## config.mk

```make
export PLATFORM = sky130hd
export DESIGN_NAME = guess_scoreboard
export DESIGN_NICKNAME = d
export VERILOG_FILES = /design/src/rtl/guess_pkg.sv /design/src/rtl/bcd2_counter.sv /design/src/rtl/guess_scoreboard.sv
export SDC_FILE = /design/constraint.sdc
export NUM_CORES = 1
export LEC_CHECK = 0
export CORE_UTILIZATION = 40
export CTS_CLUSTER_SIZE = 8
export DETAILED_ROUTE_END_ITERATION = 8
export PLACE_DENSITY = 0.65
export SLEW_MARGIN = 40
export SYNTH_ARGS = -nofsm -noshare
export SYNTH_HDL_FRONTEND = slang
export SYNTH_SLANG_ARGS = --single-unit
```

## constraint.sdc

```tcl
create_clock -name clk -period 3.5 [get_ports clk]
set_clock_uncertainty 0.1 [all_clocks]
set_input_delay 0.7 -clock clk [delete_from_list [all_inputs] [get_ports clk]]
set_output_delay 0.7 -clock clk [all_outputs]
set_load 0.05 [all_outputs]
```

## src/rtl/guess_pkg.sv

```systemverilog
`default_nettype none
// ============================================================================
// Module   : guess_pkg
// Purpose  : Shared constants and types for the guessing-game scoreboard:
//            seven-segment encodings (active-low {g,f,e,d,c,b,a}), anode
//            idle pattern, BCD digit type and a digit decode helper.
// Revision : 1.0 - initial release
// ============================================================================
package guess_pkg;

    typedef logic [3:0] bcd_digit_t;

    localparam logic [6:0] SEG_BLANK = 7'b1111111;
    localparam logic [3:0] ANODE_OFF = 4'b1111;

    // Index n holds the active-low segment pattern for decimal digit n.
    localparam logic [6:0] SEG_DIGITS [0:9] = '{
        7'b1000000,  // 0
        7'b1111001,  // 1
        7'b0100100,  // 2
        7'b0110000,  // 3
        7'b0011001,  // 4
        7'b0010010,  // 5
        7'b0000010,  // 6
        7'b1111000,  // 7
        7'b0000000,  // 8
        7'b0010000   // 9
    };

    // Non-decimal codes 10..15 should never appear; show them as blank.
    function automatic logic [6:0] seg_decode(input bcd_digit_t digit);
        if (digit < 4'd10) begin
            return SEG_DIGITS[digit];
        end
        return SEG_BLANK;
    endfunction

endpackage
`default_nettype wire

```

## src/rtl/bcd2_counter.sv

```systemverilog
`default_nettype none
// ============================================================================
// Module   : bcd2_counter
// Purpose  : Two-digit BCD event counter, 00..99, saturating at 99.
//            A clear has priority over a same-cycle increment.
// Ports    : clk   - clock
//            reset - synchronous active-low reset
//            inc   - count one event this cycle
//            clr   - clear to 00 (wins over inc)
//            tens  - tens digit
//            ones  - ones digit
// Revision : 1.0 - initial release
// ============================================================================
module bcd2_counter
    import guess_pkg::*;
(
    input  logic       clk,
    input  logic       reset,
    input  logic       inc,
    input  logic       clr,
    output bcd_digit_t tens,
    output bcd_digit_t ones
);

    bcd_digit_t r_tens;
    bcd_digit_t r_ones;

    logic w_at_max;
    assign w_at_max = (r_tens == 4'd9) && (r_ones == 4'd9);

    always_ff @(posedge clk) begin
        if (!reset) begin
            r_tens <= 4'd0;
            r_ones <= 4'd0;
        end else if (clr) begin
            r_tens <= 4'd0;
            r_ones <= 4'd0;
        end else if (inc && !w_at_max) begin
            if (r_ones == 4'd9) begin
                r_ones <= 4'd0;
                r_tens <= r_tens + 4'd1;
            end else begin
                r_ones <= r_ones + 4'd1;
            end
        end
    end

    assign tens = r_tens;
    assign ones = r_ones;

endmodule
`default_nettype wire

```

## src/rtl/guess_scoreboard.sv

```systemverilog
`default_nettype none
// ============================================================================
// Module   : guess_scoreboard
// Purpose  : Counts rising edges of the game FSM win/lose levels in two BCD
//            counters and multiplexes them onto a four-digit seven-segment
//            display (wins left, losses right, leading-zero tens blanked).
// Ports    : clk   - board clock
//            reset - synchronous active-low reset
//            win   - game win level
//            lose  - game lose level
//            clr   - clear both counters (level, active-high)
//            seg   - segment cathodes {g..a}, active-low, registered
//            an    - digit anodes, active-low one-hot, registered
// Revision : 1.0 - initial release
// ============================================================================
module guess_scoreboard
    import guess_pkg::*;
#(
    parameter int REFRESH_N = 16
) (
    input  logic       clk,
    input  logic       reset,
    input  logic       win,
    input  logic       lose,
    input  logic       clr,
    output logic [6:0] seg,
    output logic [3:0] an
);

    localparam logic [REFRESH_N-1:0] c_scan_one = REFRESH_N'(1);

    logic                 r_win_q;
    logic                 r_lose_q;
    logic [REFRESH_N-1:0] r_scan;
    logic [6:0]           r_seg;
    logic [3:0]           r_an;

    logic       w_win_evt;
    logic       w_lose_evt;
    logic [1:0] w_d;
    bcd_digit_t w_win_tens, w_win_ones, w_loss_tens, w_loss_ones;
    bcd_digit_t w_digit;
    logic       w_is_tens;
    logic [3:0] w_an_next;
    logic [6:0] w_seg_next;

    // Previous-level registers idle high so a level already asserted when
    // reset releases does not look like a fresh edge.
    always_ff @(posedge clk) begin
        if (!reset) begin
            r_win_q  <= 1'b1;
            r_lose_q <= 1'b1;
        end else begin
            r_win_q  <= win;
            r_lose_q <= lose;
        end
    end

    assign w_win_evt  = win  & ~r_win_q;
    assign w_lose_evt = lose & ~r_lose_q;

    bcd2_counter u_wins (
        .clk   (clk),
        .reset (reset),
        .inc   (w_win_evt),
        .clr   (clr),
        .tens  (w_win_tens),
        .ones  (w_win_ones)
    );

    bcd2_counter u_losses (
        .clk   (clk),
        .reset (reset),
        .inc   (w_lose_evt),
        .clr   (clr),
        .tens  (w_loss_tens),
        .ones  (w_loss_ones)
    );

    always_ff @(posedge clk) begin
        if (!reset) begin
            r_scan <= '0;
        end else begin
            r_scan <= r_scan + c_scan_one;
        end
    end

    assign w_d = r_scan[REFRESH_N-1 -: 2];

    always_comb begin
        w_digit   = w_loss_ones;
        w_is_tens = 1'b0;
        w_an_next = 4'b1110;
        case (w_d)
            2'd0: begin
                w_digit   = w_loss_ones;
                w_is_tens = 1'b0;
                w_an_next = 4'b1110;
            end
            2'd1: begin
                w_digit   = w_loss_tens;
                w_is_tens = 1'b1;
                w_an_next = 4'b1101;
            end
            2'd2: begin
                w_digit   = w_win_ones;
                w_is_tens = 1'b0;
                w_an_next = 4'b1011;
            end
            default: begin
                w_digit   = w_win_tens;
                w_is_tens = 1'b1;
                w_an_next = 4'b0111;
            end
        endcase
    end

    // Leading zero suppression: the anode still fires, the segments stay dark.
    assign w_seg_next = (w_is_tens && (w_digit == 4'd0)) ? SEG_BLANK
                                                          : seg_decode(w_digit);

    // Anode and segment share one register stage so they switch together.
    always_ff @(posedge clk) begin
        if (!reset) begin
            r_an  <= ANODE_OFF;
            r_seg <= SEG_BLANK;
        end else begin
            r_an  <= w_an_next;
            r_seg <= w_seg_next;
        end
    end

    assign seg = r_seg;
    assign an  = r_an;

endmodule
`default_nettype wire
```

Figure 1. Drive-strength map.
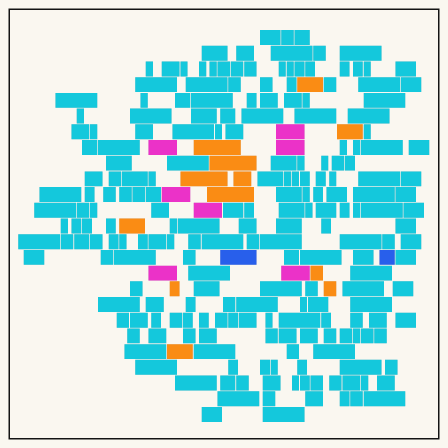
legend:
  magenta:
    size: drive 6 and up
    cells: 7
    share: 3.0%
  blue:
    size: drive 3 to 4
    cells: 2
    share: 0.86%
  orange:
    size: drive 2
    cells: 12
    share: 5.2%
  cyan:
    size: drive 1 or less
    cells: 212
    share: 91%

Figure 2. Placement view.
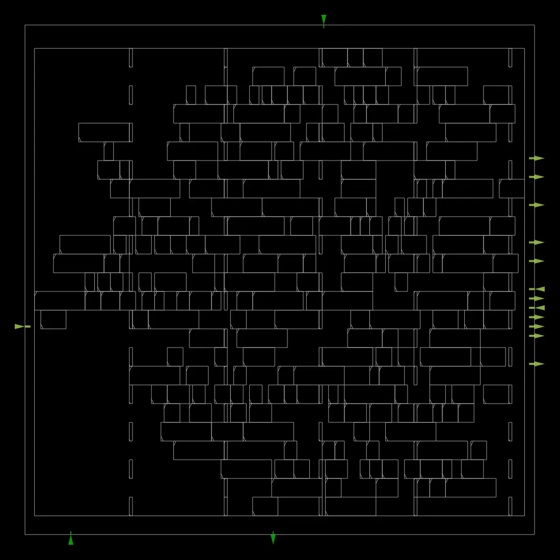
tally of filler cells in the layout: 450
Core ar.: 4850 µm²
flop share of the area: 37.6%

Figure 3. A small window of the routed layout.
Region (46, 46) to (66, 66) µm. Cells in gray, sequential cells in the stronger gray; small squares are vias.
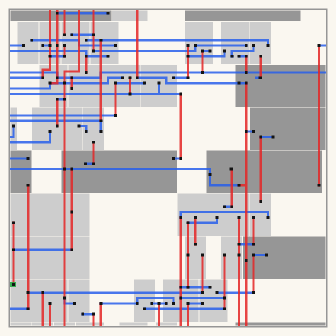
legend:
  blue:
    layer: met1
  red:
    layer: met2
  green:
    layer: met3
cells with their middle in the window: 28
netlist names of flops here include: seg (3), u_losses.ones (2)
most frequent: dfxtp_1 (5), nor2_1 (4), nand2_1 (3)
sequential cells in the window: 5

Figure 4. Pin map.
The bar under the picture is 20 µm long. Pins as bars across the die edge, other pins in gray.
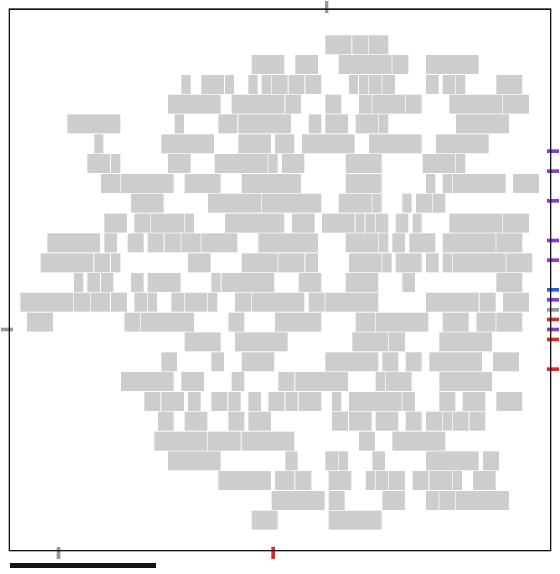
legend:
  purple:
    port: seg
    pins: 7
    direction: output
    edge: right
  red:
    port: an
    pins: 4
    direction: output
    edge: 3 right, 1 bottom
  blue:
    port: clr
    pins: 1
    direction: input
    edge: right

==> results_slide.txt <==
Key Metrics from the Run

Global route
  – Global-route wire length before repair: ~6200 µm
  – Pin count of the biggest net entering global routing: 24
  – Antenna violations before repair: 0
  – Highest-utilization routing layer at the global route stage: met2

Synthesis
  – XOR/XNOR share of the synthesized area: under 10%
  – Multiplexer share of the synthesized area: approximately 6.3%
  – Basic Gates by Area: 26.2%
  – Synth top area share: 43.3%
  – Most numerous cell in the Yosys netlist: sky130_fd_sc_hd__dfxtp_1
  – Count of flip-flops with a built-in enable after synthesis: 0
  – Area leader, netlist: sky130_fd_sc_hd__dfxtp_1

Clock tree
  – Maximum buffer depth of the clock tree: 2
  – Post-cts gate resize count: 0
  – Count of buffers added by post-CTS timing repair for setup: 0

Critical path
  – Endpoint of the most critical register-to-register path: seg[1]$_SDFF_PP1_
  – Largest delay contributor family on the critical path: flip-flops
  – Standard cell with the maximum stage delay on the critical path: sky130_fd_sc_hd__dfxtp_1
  – Signal arrival time at the worst endpoint: about 2300 ps
  – Chain of cells forming the critical path: mux4_2 > inv_1 > ha_1 > nand3_1 > o211a_4 > o21ai_1
  – Critical Path Sink: seg[1]$_SDFF_PP1_

Die
  – Horizontal extent of the die: approximately 74 µm
  – Well Taps: 67

Layout
  – Area of all sequential standard cells: around 900 µm²
  – Final non-filler cell area: roughly 2400 µm²

Power
  – Switching power summed over all nets: between 0.2 and 0.25 mW
  – Maximum vdd drop: 0.000142 V

Placement
  – Area after DPL: 2290 µm²

Routing
  – Met3 WL: slightly above 100 µm

Timing
  – Final Slew Violations: 0

Run
  – Max-capacitance violation count: 0

Outcome
  – Outcome: finished clean
Power and IR drop assume default switching activity.
